===== config.mk =====
export PLATFORM = sky130hd
export DESIGN_NAME = vga_timing_ctrl
export DESIGN_NICKNAME = d
export VERILOG_FILES = /design/src/rtl/vga_pkg.sv /design/src/rtl/vga_sync_counter.sv /design/src/rtl/vga_timing_ctrl.sv
export SDC_FILE = /design/constraint.sdc
export NUM_CORES = 1
export LEC_CHECK = 0
export ABC_AREA = 1
export CORE_MARGIN = 1
export CORE_UTILIZATION = 40
export CTS_CLUSTER_SIZE = 25
export DETAILED_ROUTE_END_ITERATION = 16
export GPL_TIMING_DRIVEN = 1
export PLACE_DENSITY = 0.78
export REMOVE_ABC_BUFFERS = 1
export SLEW_MARGIN = 20
export SYNTH_ARGS = -nofsm -noshare
export SYNTH_HDL_FRONTEND = slang
export SYNTH_SLANG_ARGS = --single-unit
export TNS_END_PERCENT = 5

===== constraint.sdc =====
create_clock -name clk_vga -period 2.8 [get_ports clk_vga]
set_clock_uncertainty 0.1 [all_clocks]
set_input_delay 0.56 -clock clk_vga [delete_from_list [all_inputs] [get_ports clk_vga]]
set_output_delay 0.56 -clock clk_vga [all_outputs]
set_load 0.02 [all_outputs]

===== src/rtl/vga_pkg.sv =====
// Shared VGA timing defaults (1280x1024 @ 60 Hz, 108 MHz pixel clock)
// and the coordinate type used by the timing generator and its counters.
package vga_pkg;

   typedef logic [11:0] coord_t;

   localparam int DEF_H_ACTIVE = 1280;
   localparam int DEF_H_FP     = 48;
   localparam int DEF_H_SYNC   = 112;
   localparam int DEF_H_BP     = 248;
   localparam int DEF_H_TOTAL  = DEF_H_ACTIVE + DEF_H_FP + DEF_H_SYNC + DEF_H_BP;

   localparam int DEF_V_ACTIVE = 1024;
   localparam int DEF_V_FP     = 1;
   localparam int DEF_V_SYNC   = 3;
   localparam int DEF_V_BP     = 38;
   localparam int DEF_V_TOTAL  = DEF_V_ACTIVE + DEF_V_FP + DEF_V_SYNC + DEF_V_BP;

endpackage


===== src/rtl/vga_sync_counter.sv =====
// Wrap-at-MAX counter with a carry that is high on the enabled cycle that wraps,
// so a cascaded counter advances on the same edge this one returns to zero.
module vga_sync_counter
   import vga_pkg::*;
#(
   parameter coord_t MAX = coord_t'(DEF_H_TOTAL - 1)
)(
   input  logic   i_clk,
   input  logic   i_reset,
   input  logic   i_en,
   output coord_t o_count,
   output logic   o_carry
);

   coord_t r_count;

   assign o_carry = i_en && (r_count == MAX);
   assign o_count = r_count;

   always_ff @(posedge i_clk) begin
      if (i_reset) begin
         r_count <= '0;
      end else if (i_en) begin
         r_count <= o_carry ? '0 : r_count + coord_t'(1);
      end
   end

endmodule


===== src/rtl/vga_timing_ctrl.sv =====
// VGA raster timing: coordinates, blanked colour and active-high syncs aligned one clock behind them.
// Optional build macro VGA_TESTPAT_EN adds an 8-bar colour test pattern selected by test_sel.
module vga_timing_ctrl
   import vga_pkg::*;
#(
   parameter int H_ACTIVE = DEF_H_ACTIVE,
   parameter int H_FP     = DEF_H_FP,
   parameter int H_SYNC   = DEF_H_SYNC,
   parameter int H_BP     = DEF_H_BP,
   parameter int V_ACTIVE = DEF_V_ACTIVE,
   parameter int V_FP     = DEF_V_FP,
   parameter int V_SYNC   = DEF_V_SYNC,
   parameter int V_BP     = DEF_V_BP
)(
   input  logic        clk_vga,
   input  logic        reset,
   input  logic [3:0]  VGA_Red_Grid,
   input  logic [3:0]  VGA_Green_Grid,
   input  logic [3:0]  VGA_Blue_Grid,
   input  logic        test_sel,
   output logic [11:0] VGA_HORZ_COORD,
   output logic [11:0] VGA_VERT_COORD,
   output logic [3:0]  VGA_RED,
   output logic [3:0]  VGA_GREEN,
   output logic [3:0]  VGA_BLUE,
   output logic        VGA_HS,
   output logic        VGA_VS,
   output logic        frame_start
);

   localparam coord_t H_MAX    = coord_t'(H_ACTIVE + H_FP + H_SYNC + H_BP - 1);
   localparam coord_t V_MAX    = coord_t'(V_ACTIVE + V_FP + V_SYNC + V_BP - 1);
   localparam coord_t H_ACT    = coord_t'(H_ACTIVE);
   localparam coord_t V_ACT    = coord_t'(V_ACTIVE);
   localparam coord_t H_HS_BEG = coord_t'(H_ACTIVE + H_FP);
   localparam coord_t H_HS_END = coord_t'(H_ACTIVE + H_FP + H_SYNC - 1);
   localparam coord_t V_VS_BEG = coord_t'(V_ACTIVE + V_FP);
   localparam coord_t V_VS_END = coord_t'(V_ACTIVE + V_FP + V_SYNC - 1);

   coord_t     w_h_cnt;
   coord_t     w_v_cnt;
   logic       w_h_wrap;
   logic       w_v_wrap;
   logic       w_active;
   logic [3:0] w_red;
   logic [3:0] w_green;
   logic [3:0] w_blue;

   logic [3:0] r_red;
   logic [3:0] r_green;
   logic [3:0] r_blue;
   logic       r_hs;
   logic       r_vs;
   logic       r_fs_arm;

   vga_sync_counter #(.MAX(H_MAX)) u_h_cnt (
      .i_clk   (clk_vga),
      .i_reset (reset),
      .i_en    (1'b1),
      .o_count (w_h_cnt),
      .o_carry (w_h_wrap)
   );

   vga_sync_counter #(.MAX(V_MAX)) u_v_cnt (
      .i_clk   (clk_vga),
      .i_reset (reset),
      .i_en    (w_h_wrap),
      .o_count (w_v_cnt),
      .o_carry (w_v_wrap)
   );

   assign w_active = (w_h_cnt < H_ACT) && (w_v_cnt < V_ACT);

`ifdef VGA_TESTPAT_EN
   localparam coord_t BAR_W = coord_t'(H_ACTIVE / 8);

   logic [2:0] w_bar;
   assign w_bar = 3'(w_h_cnt / BAR_W);

   // Bar order white..black maps each component to one inverted index bit.
   always_comb begin
      w_red   = VGA_Red_Grid;
      w_green = VGA_Green_Grid;
      w_blue  = VGA_Blue_Grid;
      if (test_sel) begin
         w_red   = {4{~w_bar[1]}};
         w_green = {4{~w_bar[2]}};
         w_blue  = {4{~w_bar[0]}};
      end
   end
`else
   logic w_unused_test_sel;
   assign w_unused_test_sel = test_sel;
   assign w_red   = VGA_Red_Grid;
   assign w_green = VGA_Green_Grid;
   assign w_blue  = VGA_Blue_Grid;
`endif

   // Colour and syncs are decoded from this cycle's coordinates and land one clock later.
   // r_fs_arm marks "the coming cycle is (0,0)", which reset also guarantees.
   always_ff @(posedge clk_vga) begin
      if (reset) begin
         r_red    <= 4'h0;
         r_green  <= 4'h0;
         r_blue   <= 4'h0;
         r_hs     <= 1'b0;
         r_vs     <= 1'b0;
         r_fs_arm <= 1'b1;
      end else begin
         r_red    <= w_active ? w_red   : 4'h0;
         r_green  <= w_active ? w_green : 4'h0;
         r_blue   <= w_active ? w_blue  : 4'h0;
         r_hs     <= (w_h_cnt >= H_HS_BEG) && (w_h_cnt <= H_HS_END);
         r_vs     <= (w_v_cnt >= V_VS_BEG) && (w_v_cnt <= V_VS_END);
         r_fs_arm <= w_v_wrap;
      end
   end

   assign VGA_HORZ_COORD = w_h_cnt;
   assign VGA_VERT_COORD = w_v_cnt;
   assign VGA_RED        = r_red;
   assign VGA_GREEN      = r_green;
   assign VGA_BLUE       = r_blue;
   assign VGA_HS         = r_hs;
   assign VGA_VS         = r_vs;
   assign frame_start    = r_fs_arm && !reset;

endmodule

==> images/m1.png <==
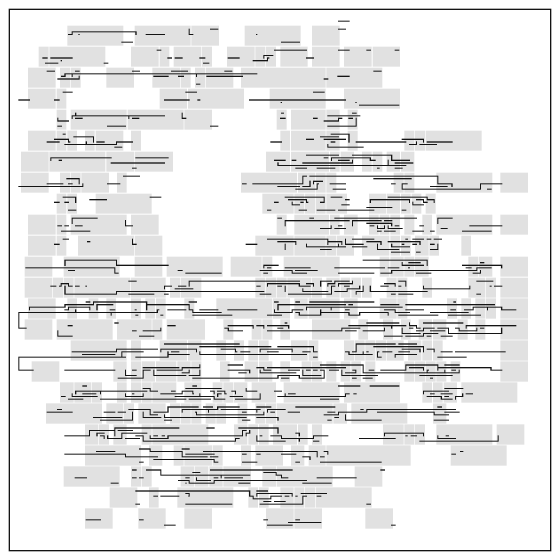
longest straight run: 24.8 um
nets with wire on the layer: 297
wire length on this layer: 1800 um
main direction: horizontal
M1 GR Usage: 21.06%
final WL: 3.951 mm

==> images/m2.png <==
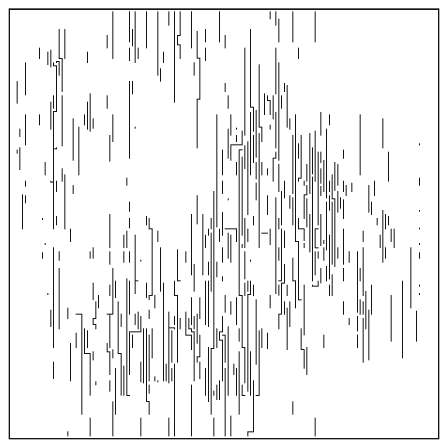
wire length on this layer: 1830 um
longest straight run: 25.7 um
met2 Track Usage GR: 27.67%
via count: 1780

==> images/util_map.png <==
Bar = 20 um. 7 x 7 tiles, from dark blue (low) to red (high), 0 to 100% covered.
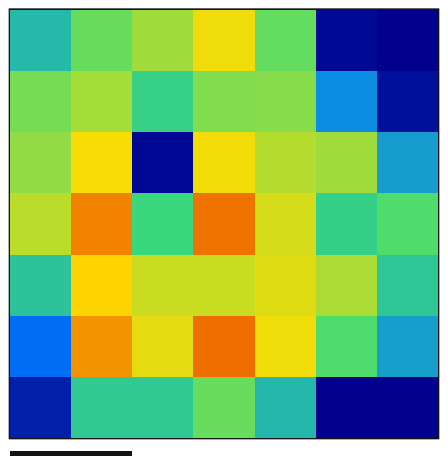
nearly empty tiles: 10%
fullest tile: 87%
tiles over 75% full: 10%
emptiest ninth of the die: upper right
mean over tiles: 51%

==> images/sizing.png <==
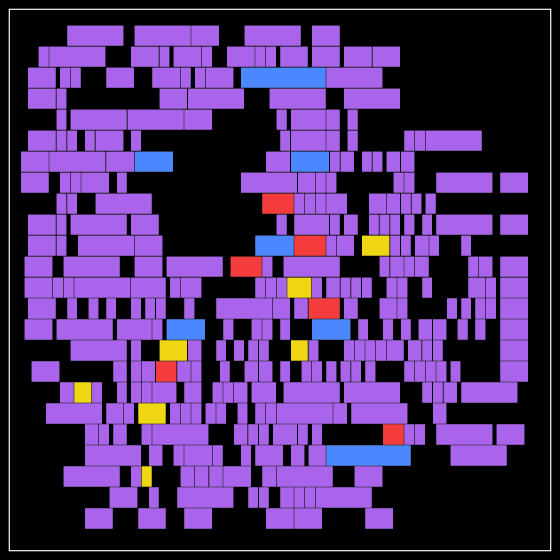
| colour | size | cells | share | most used |
|---|---|---|---|---|
| purple | x1 and smaller | 304 | 94% | nand2_1 |
| yellow | x2 | 7 | 2.2% | nor3_2 |
| red | x3 and x4 | 6 | 1.9% | nand2_4 |
| blue | x6 and larger | 7 | 2.2% | clkbuf_8 |
P&R area growth vs syn: 38.19%
Non-clk bufs: 53

==> flow_summary.ini <==
; flow metrics
[outcome]
run_status = completed

[finish]
antennaDiodeCount = 0
comb_cells = 178
lay_top_cells = 57 x nand2_1, 52 x nor2_1, 52 x clkdlybuf4s50_1, 45 x inv_1, 39 x dfxtp_1
final_common_cell = nand2_1
buffer_area_share_pct = 20.68
clkbuf_count = 5
num-nets-final = 343
fin_util_pct = 58.25
final_cells = 376
nonClockInverterCount = 46

[drt]
drt_first_pass_iters = 4
drcViolationCount = 0
met1Wirelength_mm = 1.799
routed-wl-met3_um = 267
avgRoutedWirePerCell_um = 10.51

[yosys]
aoi_share_pct = 5.281
synth-warning-count = 0
syn-cell-area_sq_um = 1848
post_synth_inst_count = 266
synthTopLogicFamily = simple AND/OR/NAND/NOR gates
synth_flops = 39
fa_ha_area_share_pct = 3.385
area_leaders = dfxtp_1 42%, nand2_1 12%, nor2_1 11%

[timing]
min_period_ns = 2.377
hold_viol = 0
finalCritPeriodShare_pct = 84.88
slew_headroom_pct = 67.95
post-route-worst-setup-slack_ns = 0.4234
finalMaxSlewViolations = 0
setup_viol = 0
rsz0062_at_grt = no
tightest_slew_ns = 0.4794
final.setup.tns_ns = 0

[min_path]
hold_start = u_h_cnt.o_count[0]

[clock_network]
clkSlewWorstSetupHoldPaths_ns = 0.08
clockBufferDepth = 2
cts_inserted_buffers = 5
h-tree-depth = 2
clk_latency_ns = 0.29

[placement]
gp_congestion = 0.8567
dpl_worst_slack_ns = 0.4196
dp_hpwl_mm = 2.962

[setup_path]
cp_common_cell = clkdlybuf4s50_1
endpoint_kind = output port
path_depth = 3
cp_max_fo = 2
cp_slowest_cell = clkdlybuf4s50_1
startpoint = reset
crit_required_ns = 2.14
cp_top_family = buffers and inverters
r2r_start = u_h_cnt.o_count[0]
r2r_cells = 8

[die]
coreArea_sq_um = 4384
die_area_sq_um = 4896
die_x_um = 69.97
die_h_um = 69.97
fp-utilization_pct = 42.15
nWellTaps = 52

[power]
seq_power_share_pct = 47.0
ir_drop_v = 0.0003417
power_frac_comb_pct = 7.6
powerClk_mw = 0.555
powerComb_mw = 0.0934
p_sw_mw = 0.2519
p_seq_mw = 0.574
p_int_mw = 0.9709

[grt]
grtUsageMet3_pct = 5.339
grtUsageTotal_pct = 16.89
antenna_found_initial = 0
grt_max_degree = 15

[job]
warning_count = 30
